`src/rtl/fifo_word_serializer_if.sv`:
```
// Handshake bundle between the FIFO read port, the serializer and the narrow beat consumer.
// m_parity exists only when FIFO_SER_PARITY_EN is defined.
interface fifo_word_serializer_if #(
  parameter int WIDTH = 16,
  parameter int OUT_W = 8
);
  logic             fifo_empty;
  logic             fifo_rd_en;
  logic [WIDTH-1:0] fifo_data;
  logic             m_valid;
  logic             m_ready;
  logic [OUT_W-1:0] m_data;
  logic             m_last;
`ifdef FIFO_SER_PARITY_EN
  logic             m_parity;
`endif

  modport master (
    input  fifo_empty, fifo_data, m_ready,
`ifdef FIFO_SER_PARITY_EN
    output m_parity,
`endif
    output fifo_rd_en, m_valid, m_data, m_last
  );

  modport slave (
    output fifo_empty, fifo_data, m_ready,
`ifdef FIFO_SER_PARITY_EN
    input  m_parity,
`endif
    input  fifo_rd_en, m_valid, m_data, m_last
  );
endinterface

```
`src/rtl/fifo_word_serializer.sv`:
```
// FIFO drain stage: pops WIDTH-bit words, emits WIDTH/OUT_W beats (optional m_parity via FIFO_SER_PARITY_EN).
// Pop to first beat is 2 cycles; a stalled consumer holds the beat and blocks further pops.
module fifo_word_serializer #(
  parameter int WIDTH     = 16,
  parameter int OUT_W     = 8,
  parameter bit MSB_FIRST = 1'b1
) (
  input  logic                   clk,
  input  logic                   rst_n,
  fifo_word_serializer_if.master bus
);
  localparam int N  = WIDTH / OUT_W;
  localparam int CW = (N > 1) ? $clog2(N) : 1;
  localparam logic [CW-1:0] LAST_IDX = CW'(N - 1);

  localparam logic [1:0] S_IDLE = 2'd0;
  localparam logic [1:0] S_WAIT = 2'd1;
  localparam logic [1:0] S_SEND = 2'd2;

  logic [1:0]       r_state;
  logic [CW-1:0]    r_cnt;
  logic [WIDTH-1:0] r_shift;

  logic             w_send;
  logic             w_last;
  logic [OUT_W-1:0] w_beat;
  logic [WIDTH-1:0] w_shift_next;

  assign w_send = (r_state == S_SEND);
  assign w_last = w_send && (r_cnt == LAST_IDX);

  // Consumed beats are shifted out with zero fill, so m_data reads 0 outside SEND.
  assign w_beat       = MSB_FIRST ? r_shift[WIDTH-1 -: OUT_W] : r_shift[OUT_W-1:0];
  assign w_shift_next = MSB_FIRST ? (r_shift << OUT_W) : (r_shift >> OUT_W);

  // Pop request is held off while reset is asserted even though the state already reads IDLE.
  assign bus.fifo_rd_en = rst_n && (r_state == S_IDLE) && !bus.fifo_empty;
  assign bus.m_valid    = w_send;
  assign bus.m_data     = w_beat;
  assign bus.m_last     = w_last;
`ifdef FIFO_SER_PARITY_EN
  assign bus.m_parity   = ^w_beat;
`endif

  always_ff @(posedge clk or negedge rst_n) begin
    if (!rst_n) begin
      r_state <= S_IDLE;
      r_cnt   <= '0;
      r_shift <= '0;
    end else begin
      case (r_state)
        S_IDLE: begin
          if (!bus.fifo_empty) r_state <= S_WAIT;
        end
        S_WAIT: begin
          r_shift <= bus.fifo_data;
          r_cnt   <= '0;
          r_state <= S_SEND;
        end
        S_SEND: begin
          if (bus.m_ready) begin
            r_shift <= w_shift_next;
            r_cnt   <= r_cnt + 1'b1;
            if (r_cnt == LAST_IDX) r_state <= S_IDLE;
          end
        end
        default: r_state <= S_IDLE;
      endcase
    end
  end
endmodule
```
`src/flat_wrapper.sv`:
```
// flat-port wrapper written by rule: the top's interface ports become plain ports
module fifo_word_serializer_flat 
#(
  parameter int WIDTH     = 16,
  parameter int OUT_W     = 8,
  parameter bit MSB_FIRST = 1'b1
)
  (clk, rst_n, bus_fifo_empty, bus_fifo_data, bus_m_ready, bus_fifo_rd_en, bus_m_valid, bus_m_data, bus_m_last);
  fifo_word_serializer_if #(.WIDTH(WIDTH), .OUT_W(OUT_W)) bus_i ();
  input  logic clk;
  input  logic rst_n;
  input wire logic [$bits(bus_i.fifo_empty)-1:0] bus_fifo_empty;
  input wire logic [$bits(bus_i.fifo_data)-1:0] bus_fifo_data;
  input wire logic [$bits(bus_i.m_ready)-1:0] bus_m_ready;
  output wire logic [$bits(bus_i.fifo_rd_en)-1:0] bus_fifo_rd_en;
  output wire logic [$bits(bus_i.m_valid)-1:0] bus_m_valid;
  output wire logic [$bits(bus_i.m_data)-1:0] bus_m_data;
  output wire logic [$bits(bus_i.m_last)-1:0] bus_m_last;
  assign bus_i.fifo_empty = bus_fifo_empty;
  assign bus_i.fifo_data = bus_fifo_data;
  assign bus_i.m_ready = bus_m_ready;
  assign bus_fifo_rd_en = bus_i.fifo_rd_en;
  assign bus_m_valid = bus_i.m_valid;
  assign bus_m_data = bus_i.m_data;
  assign bus_m_last = bus_i.m_last;
  fifo_word_serializer #(.WIDTH(WIDTH), .OUT_W(OUT_W), .MSB_FIRST(MSB_FIRST)) u_core (.clk(clk), .rst_n(rst_n), .bus(bus_i));
endmodule
```
`config.mk`:
```
export PLATFORM = sky130hd
export DESIGN_NAME = fifo_word_serializer_flat
export DESIGN_NICKNAME = d
export VERILOG_FILES = /design/src/rtl/fifo_word_serializer_if.sv /design/src/rtl/fifo_word_serializer.sv /design/src/flat_wrapper.sv
export SDC_FILE = /design/constraint.sdc
export NUM_CORES = 1
export LEC_CHECK = 0
export ABC_AREA = 1
export CAP_MARGIN = 30
export CORE_MARGIN = 3
export CORE_UTILIZATION = 45
export DETAILED_ROUTE_END_ITERATION = 12
export HOLD_SLACK_MARGIN = 0.15
export PLACE_DENSITY = 0.77
export SLEW_MARGIN = 5
export SYNTH_ARGS = -nofsm -noshare
export SYNTH_HDL_FRONTEND = slang
export SYNTH_SLANG_ARGS = --single-unit
```
`constraint.sdc`:
```
create_clock -name clk -period 1.4 [get_ports clk]
set_input_delay 0.28 -clock clk [delete_from_list [all_inputs] [get_ports clk]]
set_output_delay 0.28 -clock clk [all_outputs]
set_load 0.005 [all_outputs]
```
==> notes.md <==
Notes on the physical implementation.

- The run finished, with violations left.
- The checks that failed: negative setup slack.
- The final antenna-violating net count is 0, for reference.
- The number of levels in the clock H-tree is 1, for reference.
- The clock network latency to the later pin of the worst-skew pair is 0.29 ns, for reference.
- The post-synthesis instance area is 998 sq um, for reference.
- The clock tree has to reach 19 sinks.
- The sum of internal, switching and leakage power is 2.70 mW, for reference.
- Across all setup checks in the final design, the least slack found is -0.00327 ns.
- After legalization and detailed placement, the total HPWL measured 1.49 mm.
- For this run, the register share of the synthesized area comes to 0.476.
- The yosys synthesis chip area is 998 sq um, for reference.
- The worst reg-to-reg setup slack is 0.13 ns, for reference.
- STA lists the endpoint of the worst register-to-register path as u_core.r_shift[8].
- In this build the clock could be raised as far as 713 MHz.
- The final number of setup-violating endpoints is 1, for reference.
- The number of optimization iterations in the first detailed-route pass is 4, for reference.
- The largest net degree at the start of global routing is 20, for reference.
- The final total negative setup slack is -0.00327 ns, for reference.
- STA classifies the critical path startpoint as a flop.
- The tool warning count is 28, for reference.
- The clock transition at the registers of the reported paths is 0.11 ns, for reference.
- The report lists the cells along the critical path as buf_6 -> buf_6 -> nand2_4 -> nor2_2 -> buf_2.
- The path depth of the worst reg2reg path is 6, for reference.
- For this run, design rule violations remaining after detail routing come to 0.
- The data arrival at the endpoint of the critical path is 1.12 ns, for reference.
- The data required time reported for the critical path is 1.12 ns.
- The max-slew check reports its worst relative slack as 0.837.
- The kind of path behind the tightest hold check is input port to async pin, for reference.
- Of the available clock period, the critical path in the final layout requires 1.00.
- The flow reported a cell area power density of 1890 mW/mm^2.
- Across the run, the number of max-cap violations was 0.
- The number of max-slew violations in the final report is 0, for reference.
- Once placement completed, the tool counted placed cells totaling 175.
- The final timing report lists a hold violation count of 0.
- Per the TritonCTS log, the buffer count is 3.
- The number of flip-flops and latches in the synthesized netlist is 19, for reference.
- The chip area is 0.00282 sq mm, for reference.
- The highest fanout seen on the critical path is 2, for reference.
- The clock passes through at most 2 buffers.
- The placement summary gives the final routability congestion estimate as 0.761.
- The final cell count without fillers is 189, for reference.
- Subtracting the final worst setup slack from the clock period gives 1.40 ns.
- The worst IR drop on VDD is 1.18 mV, for reference.
- By startpoint and endpoint, the worst setup path is classified as flop to output port.
- The largest area contributor in the netlist is sky130_fd_sc_hd__dfrtp_1, for reference.
- For this run, the number of Yosys warnings is 0.
- Setup repair after global routing could not meet its margin everywhere.
- The TritonCTS clock tree is built, for reference.
- Of the cells placed in the final design, the portion with a size suffix greater than 1 is 0.228.
- The fraction of synthesized cell area taken by the top area cell type is 0.476, for reference.
- The final-stage net count is 183, for reference.
- The final antenna diode tally reported by the flow is 0.
- The cts-stage hold buffer count is 0, for reference.
- The via count of the first global-routing pass is 780, for reference.
- The longest individual stage delay on the worst path is 0.41 ns, for reference.
- The cell chosen for the clock root is sky130_fd_sc_hd__clkbuf_4, for reference.
- The number of cells produced by synthesis is 122, for reference.
- The most frequent cell on the critical path is sky130_fd_sc_hd__buf_6, for reference.
- The area growth from synthesis to layout is 42.5%, for reference.
- The number of distinct library cells after synthesis is 15, for reference.
- The global route stage reports its total congestion overflow as 0.
- The die width is 53.1 um, for reference.
- The worst setup path is captured at an output port.
- The average size of a mapped cell is 8.18 sq um, for reference.
- The number of buffers and inverters on the critical path is 3, for reference.
- Per the post-synthesis report, the nets total 142.
- The slowest stage of the critical path belongs to the cell sky130_fd_sc_hd__dfrtp_1.
- After synthesis, the design contains 122 cells according to Yosys.
- The transition time recorded at the tightest slew-check pin is 0.245 ns.
- The leakage component of the power is 0.768 nW, for reference.
- The first global-routing pass estimated 3.29 mm of wire.
- The main area contributors are sky130_fd_sc_hd__dfrtp_1, sky130_fd_sc_hd__nand3_1, sky130_fd_sc_hd__nand2_1.
- For this run, the detailed router reports a per-instance via density of 4.68.
- The final timing report lists clock skew as 0.00239 ns.
- The detailed router finished its first iteration with 15 violations.
- The initial core utilization is 0.494, for reference.
- The initial antenna violation count was 0.
- The startpoint of the lowest-slack register-to-register path is u_core.r_state[0], for reference.
- The vertical die dimension reported for this design is 53.1 um.
- On the critical path the largest part of the delay comes from flip-flops.
-- placed cells by master, fill, tap and decap left out, types with 3 or more instances in the layout --
| cell | n |
|---|---|
| sky130_fd_sc_hd__nand2_1 | 42 |
| sky130_fd_sc_hd__nand3_1 | 34 |
| sky130_fd_sc_hd__clkdlybuf4s50_1 | 19 |
| sky130_fd_sc_hd__dfrtp_1 | 19 |
| sky130_fd_sc_hd__buf_4 | 15 |
| sky130_fd_sc_hd__dlygate4sd2_1 | 8 |
| sky130_fd_sc_hd__buf_6 | 4 |
| sky130_fd_sc_hd__clkbuf_4 | 3 |
| sky130_fd_sc_hd__buf_2 | 3 |
-- flip-flops by register name, summed over array words and instances, names as in the netlist --
signal          count
u_core.r_state      2
u_core.r_shift     16
u_core.r_cnt        1
-- Yosys cell counts --
cell type / count
sky130_fd_sc_hd__nand2_1: 43
sky130_fd_sc_hd__nand3_4: 1
sky130_fd_sc_hd__nor2_1: 2
sky130_fd_sc_hd__nor3b_1: 1
sky130_fd_sc_hd__o211ai_1: 1
sky130_fd_sc_hd__nand2_2: 2
sky130_fd_sc_hd__inv_1: 2
sky130_fd_sc_hd__buf_2: 1
sky130_fd_sc_hd__buf_4: 11
sky130_fd_sc_hd__inv_2: 1
sky130_fd_sc_hd__buf_6: 2
sky130_fd_sc_hd__nor2_2: 1
sky130_fd_sc_hd__nand3_1: 34
sky130_fd_sc_hd__dfrtp_1: 19
sky130_fd_sc_hd__nand2_4: 1
-- routing by layer --
metal	vias up	global-route usage	share of wire
li1	470	-	-
met5	-	0	0
met2	29	0.275	0.47
met4	0	0.0638	0.0085
met3	2	0.0282	0.074
met1	384	0.199	0.45
-- cell type report --
cell class,count,area (sq um)
fill,170,599
tap,27,33.8
inverter,3,11.3
multi-input combinational,86,422
sequential,19,475
clock inverter,1,5.00
clock buffer,3,22.5
timing repair buffer,50,453
-- how the worst max path moves through the flow --
stage	start	to	slack, ns	cells after the start
floorplan	u_core.r_state[1]	bus_fifo_rd_en	0.22	4
global placement	rst_n	bus_fifo_rd_en	-0.39	3
detailed placement	rst_n	bus_fifo_rd_en	-0.37	3
finish	u_core.r_state[1]	bus_m_last	-0.003	5
global route	u_core.r_state[1]	bus_fifo_rd_en	-0.06	4
CTS	u_core.r_state[1]	bus_m_last	-0.03	5
-- cells by family after synthesis --
logic type | synth area share
AOI/OAI and AO/OA | 0.00752
buffers and inverters | 0.122
DFF | 0.476
and+or+nand+nor | 0.395
-- power by group --
group,internal (mW),total (mW),switching (mW)
clock network,0.106,0.272,0.165
logic,0.764,1.49,0.726
registers,0.806,0.934,0.128
-- per-stage QoR --
step / hold slack [ns] / instance area [sq um] / setup WS, ns
global placement: 0.481 / 1310 / -0.392
finish: 0.391 / 1420 / -0.00327
detailed placement: 0.493 / 1310 / -0.371
floorplan: -0.0156 / 998 / 0.217
CTS: 0.387 / 1420 / -0.0278
global route: 0.401 / 1420 / -0.0601
-- timing repair --
item | in CTS | in global routing
endpoints found under the setup margin | 11 | 3
buffers inserted | 10 | 0
gates cloned | 0 | 0
pin swaps | 0 | 1
resized | 26 | 4
### Cell sizes after repair

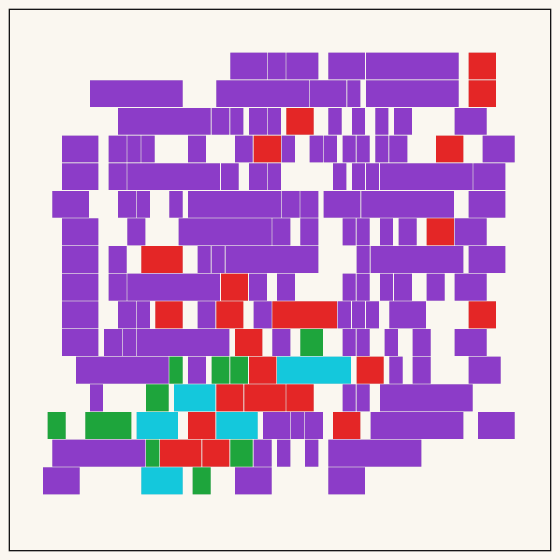
legend:
  purple:
    size: x1 and smaller
    cells: 125
    share: 77%
  green:
    size: x2
    cells: 10
    share: 6.2%
  cyan:
    size: x6 and larger
    cells: 5
    share: 3.1%
  red:
    size: x3 and x4
    cells: 22
    share: 14%
area of all placed cells without fillers: 0.00142 sq mm
Plain + repair buffers: 50

### Placement view

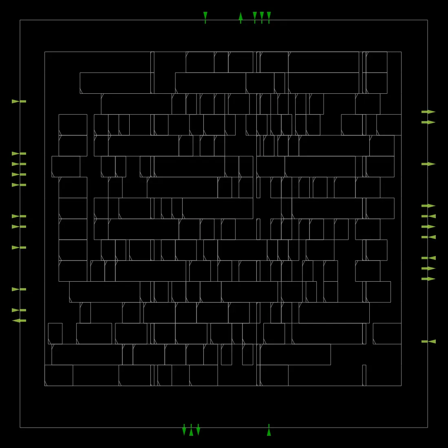
share of the core filled with cells in the final layout: 0.704
fillers: 170

### Wiring by layer

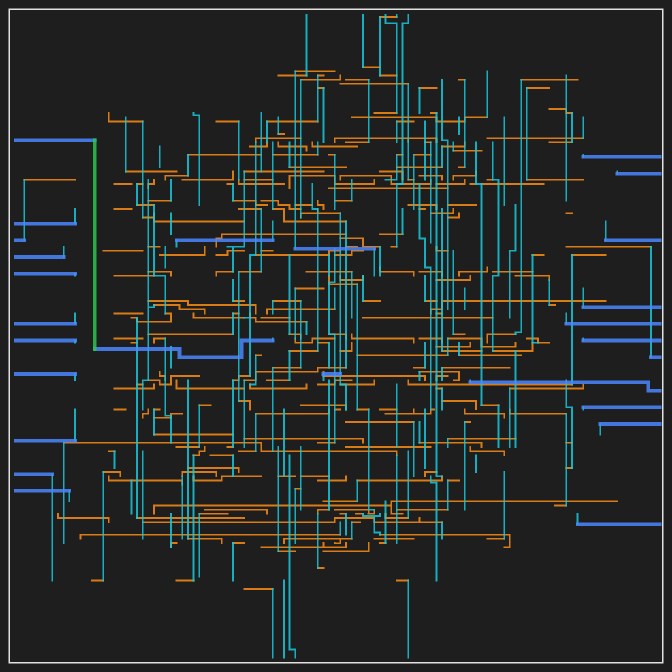
legend:
  green:
    layer: M4
    wire_length: 17.0 um
  orange:
    layer: M1
    wire_length: 889 um
  blue:
    layer: M3
    wire_length: 148 um
  cyan:
    layer: M2
    wire_length: 937 um
DR WL/cell: 10.5 um
final routed wirelength across all metal layers: 1.99 mm
aggregate global-route resource usage: 0.161
number of vias after detailed routing: 885

### I/O nets highlighted

Bar = 20 um.
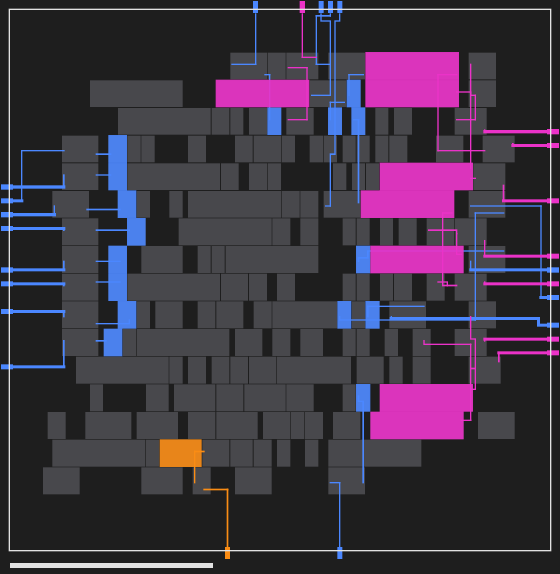
legend:
  orange:
    port: bus_m_valid
    direction: output
    edge: bottom
    end_cells: 1
    buffers: 1
    wire: 11.9 um
  magenta:
    port: bus_m_data
    direction: output
    edge: 7 right, 1 top
    end_cells: 8
    buffers: 8
    wire: 126 um
  blue:
    port: bus_fifo_data
    direction: input
    edge: 8 left, 4 top, 3 right, 1 bottom
    end_cells: 16
    buffers: 16
    wire: 239 um
number of top-level design ports: 31
Port Buffer Count: 30

### Placed cells, one colour a class

Fill, decap, tap and diode cells in grey.
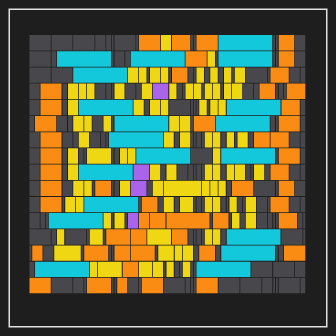
legend:
  yellow:
    class: remaining logic cells
    cells: 89
    share_of_their_area: 31%
  orange:
    class: remaining buffers and delay cells
    cells: 50
    share_of_their_area: 33%
  purple:
    class: clock drivers and dummy loads
    cells: 4
    share_of_their_area: 2.0%
  cyan:
    class: registers
    cells: 19
    share_of_their_area: 34%
placement row count: 16
total core area: 0.00202 sq mm
fraction of standard cell area that is sequential: 0.334

Power and IR drop assume default switching activity.
